### Routed metal per tile

Scale bar: 20 um. 25 x 25 tiles, from dark blue (low) to red (high), scaled to the fullest tile. Values are wire area over tile area, all layers added.
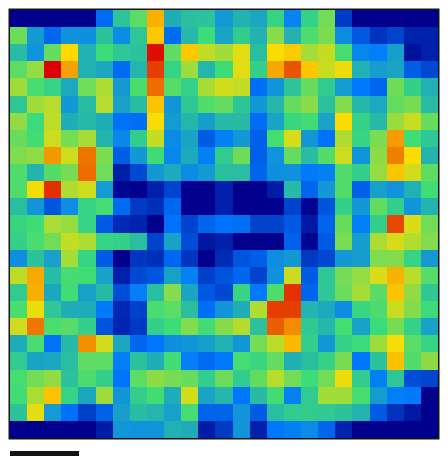
### Register map, names as in the netlist

Scale bar: 20 um. Other sequential cells in the stronger gray, the rest of the logic in the fainter gray.
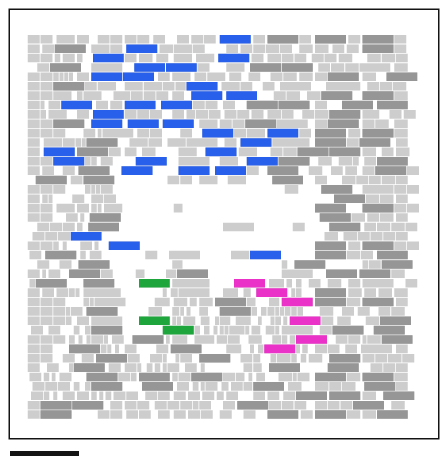
### Placement by cell class

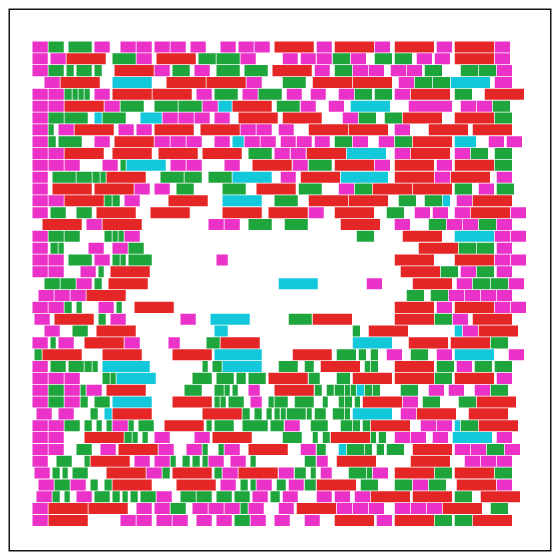
$ cat config.mk
export PLATFORM = sky130hd
export DESIGN_NAME = mem_port_arbiter
export DESIGN_NICKNAME = d
export VERILOG_FILES = /design/src/rtl/mem_port_arbiter.sv
export SDC_FILE = /design/constraint.sdc
export NUM_CORES = 1
export LEC_CHECK = 0
export CAP_MARGIN = 20
export CORE_MARGIN = 5
export CORE_UTILIZATION = 45
export DETAILED_ROUTE_END_ITERATION = 12
export PLACE_DENSITY = 0.91
export SYNTH_ARGS = -nofsm -noshare
export SYNTH_HDL_FRONTEND = slang
export SYNTH_SLANG_ARGS = --single-unit
export TNS_END_PERCENT = 20
$ cat constraint.sdc
create_clock -name clk -period 4.6 [get_ports clk]
set_input_delay 0.69 -clock clk [delete_from_list [all_inputs] [get_ports clk]]
set_output_delay 0.69 -clock clk [all_outputs]
set_load 0.01 [all_outputs]
$ cat src/rtl/mem_port_arbiter.sv
// Arbitrates one single-port memory between the fetch port and the data port.
// Data wins by default; fetch gets a turn after MAX_DATA_STREAK back-to-back data grants.
module mem_port_arbiter #(
    parameter int unsigned ADDR_W          = 32,
    parameter int unsigned DATA_W          = 32,
    parameter int unsigned MAX_DATA_STREAK = 4,
    parameter int unsigned TIMEOUT         = 64
) (
    input  logic              clk,
    input  logic              reset,
    input  logic              if_req,
    input  logic [ADDR_W-1:0] if_addr,
    output logic [DATA_W-1:0] if_rdata,
    output logic              if_ready,
    input  logic              d_req,
    input  logic              d_we,
    input  logic [ADDR_W-1:0] d_addr,
    input  logic [DATA_W-1:0] d_wdata,
    output logic [DATA_W-1:0] d_rdata,
    output logic              d_ready,
    output logic              mem_req,
    output logic              mem_we,
    output logic [ADDR_W-1:0] mem_addr,
    output logic [DATA_W-1:0] mem_wdata,
    input  logic [DATA_W-1:0] mem_rdata,
    input  logic              mem_ack,
    output logic              stall_if,
    output logic              stall_mem,
    output logic              bus_err
);

    localparam int unsigned STREAK_W = (MAX_DATA_STREAK > 0) ? $clog2(MAX_DATA_STREAK + 1) : 1;
    localparam int unsigned TCNT_W   = (TIMEOUT > 2) ? $clog2(TIMEOUT) : 1;
    localparam logic [STREAK_W-1:0] STREAK_MAX = STREAK_W'(MAX_DATA_STREAK);
    localparam logic [TCNT_W-1:0]   TCNT_LAST  = TCNT_W'(TIMEOUT - 1);

    typedef enum logic [1:0] {
        IDLE       = 2'd0,
        DATA_BUSY  = 2'd1,
        FETCH_BUSY = 2'd2
    } state_t;

    state_t              state_q, state_d;
    logic [STREAK_W-1:0] streak_q, streak_d;
    logic [TCNT_W-1:0]   tcnt_q, tcnt_d;
    logic                we_q;
    logic [DATA_W-1:0]   if_rdata_q, d_rdata_q;
    logic                grant_d, grant_f;
    logic                fetch_due;
    logic                expire;

    // Fetch is owed a turn once the data streak hits its cap while fetch waits
    assign fetch_due = if_req && (MAX_DATA_STREAK != 0) && (streak_q == STREAK_MAX);
    assign expire    = !mem_ack && (tcnt_q == TCNT_LAST);

    always_comb begin
        state_d  = state_q;
        streak_d = streak_q;
        tcnt_d   = tcnt_q;
        grant_d  = 1'b0;
        grant_f  = 1'b0;
        mem_req  = 1'b0;
        mem_we   = 1'b0;
        if_ready = 1'b0;
        d_ready  = 1'b0;
        bus_err  = 1'b0;
        if_rdata = if_rdata_q;
        d_rdata  = d_rdata_q;

        case (state_q)
            IDLE: begin
                tcnt_d = '0;
                if (d_req && !fetch_due) begin
                    state_d = DATA_BUSY;
                    grant_d = 1'b1;
                    if (!if_req) begin
                        streak_d = '0;
                    end else if (streak_q != STREAK_MAX) begin
                        streak_d = streak_q + STREAK_W'(1);
                    end
                end else if (if_req) begin
                    state_d  = FETCH_BUSY;
                    grant_f  = 1'b1;
                    streak_d = '0;
                end else begin
                    streak_d = '0;
                end
            end

            DATA_BUSY: begin
                mem_req = 1'b1;
                mem_we  = we_q;
                if (mem_ack || expire) begin
                    d_ready = 1'b1;
                    bus_err = !mem_ack;
                    state_d = IDLE;
                    tcnt_d  = '0;
                    if (mem_ack && !we_q) begin
                        d_rdata = mem_rdata;
                    end
                end else begin
                    tcnt_d = tcnt_q + TCNT_W'(1);
                end
            end

            FETCH_BUSY: begin
                mem_req = 1'b1;
                if (mem_ack || expire) begin
                    if_ready = 1'b1;
                    bus_err  = !mem_ack;
                    state_d  = IDLE;
                    tcnt_d   = '0;
                    if (mem_ack) begin
                        if_rdata = mem_rdata;
                    end
                end else begin
                    tcnt_d = tcnt_q + TCNT_W'(1);
                end
            end

            default: begin
                state_d = IDLE;
            end
        endcase
    end

    always_ff @(posedge clk or negedge reset) begin
        if (!reset) begin
            state_q  <= IDLE;
            streak_q <= '0;
            tcnt_q   <= '0;
        end else begin
            state_q  <= state_d;
            streak_q <= streak_d;
            tcnt_q   <= tcnt_d;
        end
    end

    // Request payload is captured from the winning port on the grant edge
    always_ff @(posedge clk or negedge reset) begin
        if (!reset) begin
            we_q      <= 1'b0;
            mem_addr  <= '0;
            mem_wdata <= '0;
        end else if (grant_d) begin
            we_q      <= d_we;
            mem_addr  <= d_addr;
            mem_wdata <= d_wdata;
        end else if (grant_f) begin
            we_q     <= 1'b0;
            mem_addr <= if_addr;
        end
    end

    // Read-data holds follow the visible rdata, which only differs on a read completion
    always_ff @(posedge clk or negedge reset) begin
        if (!reset) begin
            if_rdata_q <= '0;
            d_rdata_q  <= '0;
        end else begin
            if_rdata_q <= if_rdata;
            d_rdata_q  <= d_rdata;
        end
    end

    assign stall_if  = if_req & ~if_ready;
    assign stall_mem = d_req & ~d_ready;

endmodule

==> changes_impl.md <==
### Implementation results

* Register Area at 0.003503 mm2
* Die Width at 124.1 um
* P_sw at 2065 uW
* Final Skew at 0.006917 ns
* Num CTS Buffers at 17
* Most common library cells after synthesis: dfrtp_1 (140), mux2_1 (66), nand2_1 (43)
* Comb pwr share at 46.1%
* Final Slew Violations at 0
* Ys async rst share at 100.0%
* Final setup fails at 0
* Tot GR Track Use at 21.23%
* Initial core utilization at 46.23%
* # diodes at 0
* Yosys Chip Area at 0.005858 mm2
* Hold Path Class: in -> async
* R2r setup slk at 2.14 ns
* Bufs w/o clock at 275
* Slew headroom at 52.84%
* Outcome: completed
* Crit. End Element: output port
* Yosys Instances at 422
* Clock Sinks at 140
* P per Cell Area at 696.9 mW/mm2
* Worst path cell trace: clkdlybuf4s50_1, nand3b_1, buf_4, mux2_1, clkdlybuf4s50_1
* CP Class: in -> out
* R2r endpoint: mem_wdata[31]
* H-tree lvl count at 4
* ClkCell Share at 6.460%
* Highest metal used: met4
* PortBufs at 268
* EDFF count, synth at 0
* Post-DP HPWL at 12.31 mm
* Synth top area cells: dfrtp_1 (60%), mux2_1 (13%), mux2_4 (7.2%)
* Xor/xnor share at 0%
* Layout clock buffers at 20
* Final Hold Vio Count at 0
* GR met2 Demand/Resource at 38.68%
* Largest net degree at the start of global routing at 113
* Seq pwr share at 32.4%
* Largest area contributor in the netlist: dfrtp_1
* Main kind of combinational logic by area: multiplexers
* Met2 WL at 8.745 mm
* WL met3 at 1.653 mm
* GRT met3 Usage at 8.311%
* Period utilization at 72.64%
* Core Box Area at 0.01267 mm2
* Comb gates at 257
* Critical-path top delay cell: clkdlybuf4s50_1
* Yosys adder share at 1.495%
* Cell Type Count at 33
* DP Area at 0.008687 mm2
* Worst-case clock buffer depth at 2
* Crit path DRT at 3.91 ns
* Synth warnings at 0
* NonClk Buf Share at 29.59%
* Vias/cell at 4.926
* Sw frac at 31.81%
* Gate Area at 0.002221 mm2
* Syn_area_per_cell at 13.88 um2
* Fin nets at 837
* Starting DRT DRC Count at 202
* Combinational fraction of the cell area at 23.84%
* Synth top area share at 59.80%
* # IOs at 269
* RSZ-0062 raised after global routing: false
* Max-cap viol count at 0
* Max stage delay on crit path at 0.54 ns
* Worst Reg-to-Reg Cells at 6
* Mux area share at 26.10%
* Total grt overflow at 0
* DRC Markers at 0
* Fmax at 299.3 MHz
* Startpoint types: input pin
* Worst r2r src: state_q[0]
* Via count at 4340
* CTS tree: done
* Top delay family on crit path: buffers and inverters
* Slew at the pin with the worst max-slew slack at 0.7057 ns
* Clk pin slew, worst setup/hold paths at 0.06 ns
* Final Critical Period at 3.341 ns
* Clk network pwr share at 21.5%
* Fillcell total at 841
* Tool warning count at 32
* Flops at 140
* Layer with the highest usage: met2
## Picture notes: 'Routed metal per tile'
tiles over half the peak	35%
mean over tiles	0.18
emptiest ninth of the die	center
densest ninth of the die	north
routed wire length: 16.52 mm
drt wl/cell: 18.75 um

## Picture notes: 'Register map, names as in the netlist'
color	netlist name	flops
green	`streak_q`	3
magenta	`tcnt_q`	6
blue	`mem_wdata`	32
not colored	99
sequential cell area share: 37.60%
post-layout util: 73.53%
sequential power: 2100 uW

## Picture notes: 'Placement by cell class'
color	class	cells	share of their area
red	registers	140	38%
cyan	clock drivers and dummy loads	32	6.6%
magenta	remaining buffers and delay cells	275	30%
green	remaining logic cells	262	25%
# rows: 41
Finished Cell Area: 0.009316 mm2

[cells in the final DEF (no fill, tap or decap), drive strengths merged]
cell           instances
a21o                   1
a21oi                  4
a22o                   3
and2                   1
buf                    8
bufinv                 3
clkbuf                20
clkdlybuf4s50        267
clkinv                 8
clkinvlp               1
dfrtp                140
ha                     7
inv                    5
mux2                  98
mux2i                 32
nand2                 44
nand2b                 2
nand3                  5
nand3b                 1
nor2                   7
nor2b                  2
nor3                   4
o21a                   2
o21ai                 38
o21bai                 2
o22ai                  2
o2bb2ai                1
or4                    1
[power by group through the flow]
stage	sequential [uW]	clock, uW	combinational (uW)
floorplan	2190	0	1220
global placement	2070	0	2920
detailed placement	2110	0	3020
CTS	2110	1420	3040
global route	2170	1470	3210
finish	2100	1390	2990
[metrics by stage]
step           worst slack, ns  hold slack [ns]  total power [uW]  instances
3_5_place_dp             1.286           0.4737              5135        848
6_report                 1.259          0.06476              6493        881
4_1_cts                  1.277           0.4530              6562        880
3_3_place_gp             1.328           0.4672              4994        848
2_1_floorplan            2.459           0.3944              3411        422
5_1_grt                  1.182          0.04656              6855        881
[flip-flops by register name, summed over array words and instances (netlist names)]
signal      cells
d_rdata_q      32
if_rdata_q     32
mem_addr       32
mem_wdata      32
state_q         2
streak_q        3
tcnt_q          6
we_q            1
[worst max-delay path by stage]
stage                 start     endpoint  slack (ns)  cells after the start
global placement    mem_ack  d_rdata[26]        1.33                      5
CTS                 mem_ack  d_rdata[26]        1.28                      5
finish              mem_ack  d_rdata[21]        1.26                      5
detailed placement  mem_ack  d_rdata[21]        1.29                      5
floorplan           mem_ack  d_rdata[10]        2.46                      3
global route        mem_ack  d_rdata[28]        1.18                      5
Power is estimated from default activity; no workload was simulated.
